`config.mk`:
```
export PLATFORM = sky130hd
export DESIGN_NAME = lif_aer_encoder
export DESIGN_NICKNAME = d
export VERILOG_FILES = /design/src/rtl/aer_pkg.sv /design/src/rtl/aer_fifo.sv /design/src/rtl/lif_aer_encoder.sv
export SDC_FILE = /design/constraint.sdc
export NUM_CORES = 1
export LEC_CHECK = 0
export CAP_MARGIN = 20
export CORE_UTILIZATION = 40
export DETAILED_ROUTE_END_ITERATION = 10
export PLACE_DENSITY_LB_ADDON = 0.3
export SETUP_SLACK_MARGIN = 0.15
export SLEW_MARGIN = 5
export SYNTH_ARGS = -nofsm -noshare
export SYNTH_HDL_FRONTEND = slang
export SYNTH_SLANG_ARGS = --single-unit
```
`constraint.sdc`:
```
create_clock -name clk -period 8.4 [get_ports clk]
set_clock_uncertainty 0.15 [all_clocks]
set_input_delay 1.68 -clock clk [delete_from_list [all_inputs] [get_ports clk]]
set_output_delay 1.68 -clock clk [all_outputs]
set_load 0.03 [all_outputs]
```
`src/rtl/aer_pkg.sv`:
```
// Shared types and helpers for the LIF address-event encoder.
package aer_pkg;

    localparam int unsigned AER_TS_WIDTH_DEF  = 16;
    localparam int unsigned AER_N_NEURONS_DEF = 8;

    // Address width for a neuron bank, never narrower than one bit.
    function automatic int unsigned aer_addr_w(input int unsigned n);
        return (n > 2) ? $clog2(n) : 1;
    endfunction

    localparam int unsigned AER_ADDR_W_DEF = aer_addr_w(AER_N_NEURONS_DEF);

    // Event payload for the default bank configuration.
    typedef struct packed {
        logic [AER_ADDR_W_DEF-1:0]   addr;
        logic [AER_TS_WIDTH_DEF-1:0] ts;
    } aer_event_t;

endpackage

```
`src/rtl/aer_fifo.sv`:
```
// Show-ahead event FIFO with a registered head so idle outputs hold the last entry.
module aer_fifo #(
    parameter int unsigned WIDTH = 8,
    parameter int unsigned DEPTH = 8,
    localparam int unsigned PTR_W = $clog2(DEPTH),
    localparam int unsigned CNT_W = PTR_W + 1
) (
    input  logic             clk,
    input  logic             rst,
    input  logic             push,
    input  logic [WIDTH-1:0] push_data,
    input  logic             pop,
    output logic [WIDTH-1:0] head,
    output logic             full,
    output logic             empty,
    output logic [CNT_W-1:0] count
);

    logic [WIDTH-1:0] mem_q [DEPTH];
    logic [PTR_W-1:0] wr_ptr_q, wr_ptr_d;
    logic [PTR_W-1:0] rd_ptr_q, rd_ptr_d;
    logic [CNT_W-1:0] count_q, count_d;
    logic             full_q, full_d;
    logic             empty_q, empty_d;
    logic [WIDTH-1:0] head_q, head_d;
    logic             do_push, do_pop;

    // Pointer/count update and next head selection (bypass when writing the head slot).
    always_comb begin
        do_push  = push && !full_q;
        do_pop   = pop && !empty_q;
        wr_ptr_d = wr_ptr_q;
        rd_ptr_d = rd_ptr_q;
        count_d  = count_q;
        head_d   = head_q;
        if (do_push) wr_ptr_d = wr_ptr_q + PTR_W'(1);
        if (do_pop)  rd_ptr_d = rd_ptr_q + PTR_W'(1);
        case ({do_push, do_pop})
            2'b10:   count_d = count_q + CNT_W'(1);
            2'b01:   count_d = count_q - CNT_W'(1);
            default: count_d = count_q;
        endcase
        full_d  = (count_d == CNT_W'(DEPTH));
        empty_d = (count_d == '0);
        if (!empty_d) begin
            head_d = (do_push && (wr_ptr_q == rd_ptr_d)) ? push_data : mem_q[rd_ptr_d];
        end
    end

    // Storage array; contents are only meaningful behind the count.
    always_ff @(posedge clk) begin
        if (do_push) mem_q[wr_ptr_q] <= push_data;
    end

    // Control state registers.
    always_ff @(posedge clk or posedge rst) begin
        if (rst) begin
            wr_ptr_q <= '0;
            rd_ptr_q <= '0;
            count_q  <= '0;
            full_q   <= 1'b0;
            empty_q  <= 1'b1;
            head_q   <= '0;
        end else begin
            wr_ptr_q <= wr_ptr_d;
            rd_ptr_q <= rd_ptr_d;
            count_q  <= count_d;
            full_q   <= full_d;
            empty_q  <= empty_d;
            head_q   <= head_d;
        end
    end

    assign head  = head_q;
    assign full  = full_q;
    assign empty = empty_q;
    assign count = count_q;

endmodule

```
`src/rtl/lif_aer_encoder.sv`:
```
// Captures LIF spike pulses, arbitrates round-robin and queues {addr, ts} events.
module lif_aer_encoder
    import aer_pkg::*;
#(
    parameter int unsigned N_NEURONS  = AER_N_NEURONS_DEF,
    parameter int unsigned TS_WIDTH   = AER_TS_WIDTH_DEF,
    parameter int unsigned FIFO_DEPTH = 8,
    parameter int unsigned DROP_WIDTH = 16,
    localparam int unsigned ADDR_W    = aer_addr_w(N_NEURONS)
) (
    input  logic                  clk,
    input  logic                  rst,
    input  logic                  ts_clr,
    input  logic [N_NEURONS-1:0]  spike_in,
    output logic                  ev_valid,
    input  logic                  ev_ready,
    output logic [ADDR_W-1:0]     ev_addr,
    output logic [TS_WIDTH-1:0]   ev_ts,
    output logic                  fifo_full,
    output logic [DROP_WIDTH-1:0] drop_cnt
);

    localparam int unsigned CNT_W   = $clog2(FIFO_DEPTH) + 1;
    localparam int unsigned NDROP_W = ADDR_W + 1;
    localparam int unsigned SUM_W   = ((DROP_WIDTH > NDROP_W) ? DROP_WIDTH : NDROP_W) + 1;

    typedef struct packed {
        logic [ADDR_W-1:0]   addr;
        logic [TS_WIDTH-1:0] ts;
    } event_t;

    localparam int unsigned EV_W = $bits(event_t);

    logic [TS_WIDTH-1:0]   ts_q, ts_d;
    logic [N_NEURONS-1:0]  pending_q, pending_d;
    logic [TS_WIDTH-1:0]   ts_store_q [N_NEURONS];
    logic [TS_WIDTH-1:0]   ts_store_d [N_NEURONS];
    logic [ADDR_W-1:0]     rr_ptr_q, rr_ptr_d;
    logic [DROP_WIDTH-1:0] drop_q, drop_d;

    logic                  pick_found;
    logic [ADDR_W-1:0]     pick_idx;
    logic                  grant;
    logic [N_NEURONS-1:0]  grant_vec;
    logic [NDROP_W-1:0]    drops;
    logic [SUM_W-1:0]      drop_sum;
    event_t                push_ev;
    event_t                head_ev;
    logic                  fifo_empty;
    logic [CNT_W-1:0]      fifo_count;

    // First pending index at or after start, wrapping to 0; MSB flags a hit.
    function automatic logic [ADDR_W:0] rr_pick(input logic [N_NEURONS-1:0] pend,
                                                input logic [ADDR_W-1:0]    start);
        logic              found;
        logic [ADDR_W-1:0] idx;
        logic [31:0]       j;
        found = 1'b0;
        idx   = '0;
        j     = '0;
        for (int unsigned k = 0; k < N_NEURONS; k++) begin
            j = 32'(start) + k;
            if (j >= N_NEURONS) j = j - N_NEURONS;
            if (!found && pend[j[ADDR_W-1:0]]) begin
                found = 1'b1;
                idx   = j[ADDR_W-1:0];
            end
        end
        return {found, idx};
    endfunction

    // Timestamp, arbitration, capture and drop accounting.
    always_comb begin
        ts_d       = ts_clr ? '0 : ts_q + TS_WIDTH'(1);
        pending_d  = pending_q;
        ts_store_d = ts_store_q;
        rr_ptr_d   = rr_ptr_q;
        drops      = '0;

        {pick_found, pick_idx} = rr_pick(pending_q, rr_ptr_q);
        grant        = pick_found && (fifo_count < CNT_W'(FIFO_DEPTH));
        grant_vec    = grant ? (N_NEURONS'(1) << pick_idx) : '0;
        push_ev.addr = pick_idx;
        push_ev.ts   = ts_store_q[pick_idx];

        if (grant) begin
            rr_ptr_d = (pick_idx == ADDR_W'(N_NEURONS - 1)) ? '0 : pick_idx + ADDR_W'(1);
        end

        for (int i = 0; i < N_NEURONS; i++) begin
            if (grant_vec[i]) pending_d[i] = 1'b0;
            if (spike_in[i]) begin
                if (!pending_q[i] || grant_vec[i]) begin
                    pending_d[i]  = 1'b1;
                    ts_store_d[i] = ts_q;
                end else begin
                    drops = drops + NDROP_W'(1);
                end
            end
        end

        drop_sum = SUM_W'(drop_q) + SUM_W'(drops);
        drop_d   = (drop_sum[SUM_W-1:DROP_WIDTH] != '0) ? '1 : drop_sum[DROP_WIDTH-1:0];
    end

    // State registers.
    always_ff @(posedge clk or posedge rst) begin
        if (rst) begin
            ts_q      <= '0;
            pending_q <= '0;
            rr_ptr_q  <= '0;
            drop_q    <= '0;
            for (int i = 0; i < N_NEURONS; i++) ts_store_q[i] <= '0;
        end else begin
            ts_q       <= ts_d;
            pending_q  <= pending_d;
            rr_ptr_q   <= rr_ptr_d;
            drop_q     <= drop_d;
            ts_store_q <= ts_store_d;
        end
    end

    aer_fifo #(
        .WIDTH (EV_W),
        .DEPTH (FIFO_DEPTH)
    ) u_fifo (
        .clk       (clk),
        .rst       (rst),
        .push      (grant),
        .push_data (push_ev),
        .pop       (!fifo_empty && ev_ready),
        .head      (head_ev),
        .full      (fifo_full),
        .empty     (fifo_empty),
        .count     (fifo_count)
    );

    assign ev_valid = !fifo_empty;
    assign ev_addr  = head_ev.addr;
    assign ev_ts    = head_ev.ts;
    assign drop_cnt = drop_q;

endmodule

```
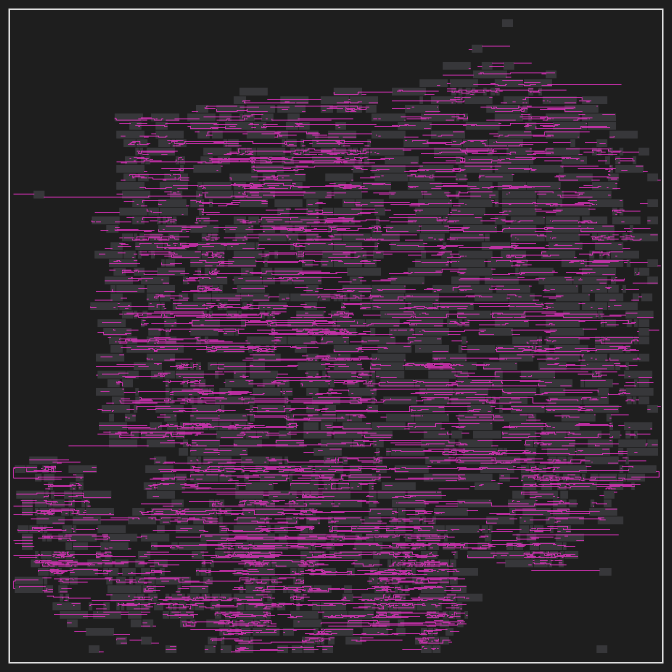
Figure 1: met1 routing.
Cells faint in the background.
nets with wire on the layer = 1278
wire length on this layer = 16600 um
share of all routed wire = 45%
main direction = horizontal

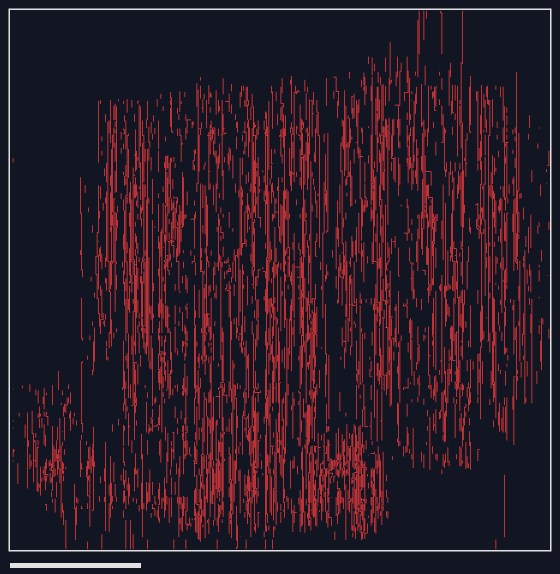
Figure 2: the metal 2 layer.
Scale bar: 50 um.
nets with wire on the layer = 1194
share of all routed wire = 50%
main direction = vertical
wire length on this layer = 18200 um

==> out/results.ini <==
[yosys]
ys_area_mm2=0.01677
ys_cells=1278
edf_count=152
synthTopLogicFamily=multiplexers
yosysTopAreaCell=dfrtp_1
top_area_frac=0.2999
synth_cell_types=77
syn_avg_cell_area_um2=13.12
seq_area_frac_synth=0.5736
ys.flops=354
synthTopCellsByCount=201 x dfrtp_1, 182 x nand2_1, 152 x edfxtp_1, 125 x mux2_2, 95 x mux2i_1
synthFlopType=dfrtp_1
ys_sh_xor=0.02865
ys_warn_count=0
synth.net_count=1314
synthCells=1278

[worst_setup_path]
reg2reg_to=drop_cnt[7]
start_kind=flop
crit_start=rr_ptr_q[0]
slowest_delay_ps=540
r2r_start=rr_ptr_q[0]
crit_family=AND-OR/OR-AND gates
critPathArrivalTime_ps=8230

[cts]
cts-resized-gates=5
worstSkewPairLatency_ps=530
cts-htree-levels=2
cts_root_buffer=clkbuf_16
cts_made_buffers=39
cts_setup_buffers=2
path_clk_slew_ps=60
hold_buffers=0
cts_tree=done

[place]
gp_congestion=0.8639
dp_slack_ps=-57.85
port_buffers=48
place_area_mm2=0.01801

[power_and_ir_drop]
comb_power_share=0.501
seq-power_mw=2.67
p_clk_frac=0.199
internal_power_mw=5.440
sequentialPowerShare=0.301
p_sw_mw=3.459
clk-power_mw=1.77

[drt]
drc=2
totalWireLength_mm=36.67
wl_per_cell_um=19.31
dr_total_vias=10290
highest_layer=met4
first_pass_iters=10
wl_met1_mm=16.58

[sta]
relSlewSlack=0.2681
setup_violations=0
fin_crit_ps=7968
fin_tns_setup_ps=0

[layout]
finalNonFillerCells=1899
design_area_mm2=0.01963
largest_register_ffs=152
syn2layout_area_growth_pct=17.03
nNetsFinal=1373
antenna_cells=0

[die]
die-area_mm2=0.04275
die_w_um=206.8
core-area_mm2=0.04111
initial_utilization=0.4080

[global_route]
met1_usage=0.2326
antenna_found_initial=0
grt_usage=0.1747
grt_pass1_wl_mm=57.49
gr-usage-met3=0.02700

[min_path]
worstHoldEndpoint=u_fifo.head[13]

[status]
violations=design-rule violations
outcome=finished with violations

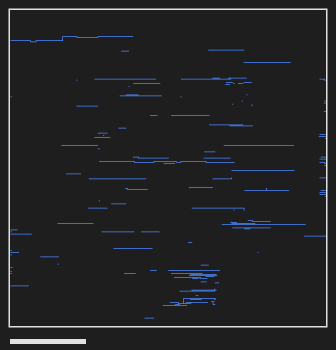
Figure 3: signal wires on met3.
Scale bar: 50 um.
share of all routed wire = 3.9%
wire length on this layer = 1430 um
nets with wire on the layer = 75
longest straight run = 54.7 um

[cells in the final DEF, fill, tap and decap left out, types with 15 or more instances in the layout]
cell type        Yosys  routed
buf_4                0      43
clkbuf_16            0      40
clkdlybuf4s50_1      0      48
dfrtp_1            201     201
edfxtp_1           152     152
ha_1                22      17
inv_1               32      28
mux2_2             125     124
mux2i_1             95      93
mux4_2              50      50
nand2_1            182     181
nand3_1             45      45
nor2_1              38      31
o21ai_0             69      68
xnor2_1             28      27
xor2_1              16      15
[cell type report]
class | count | area [um^2] | area share
clock buffer | 50 | 1069 | 0.05444
clock inverter | 21 | 270.3 | 0.01377
inverter | 36 | 147.6 | 0.007522
timing repair buffer | 94 | 873.3 | 0.04449
tap | 532 | 665.6 | 0.03391
multi-input combinational | 812 | 6983 | 0.3558
sequential | 354 | 9620 | 0.4901
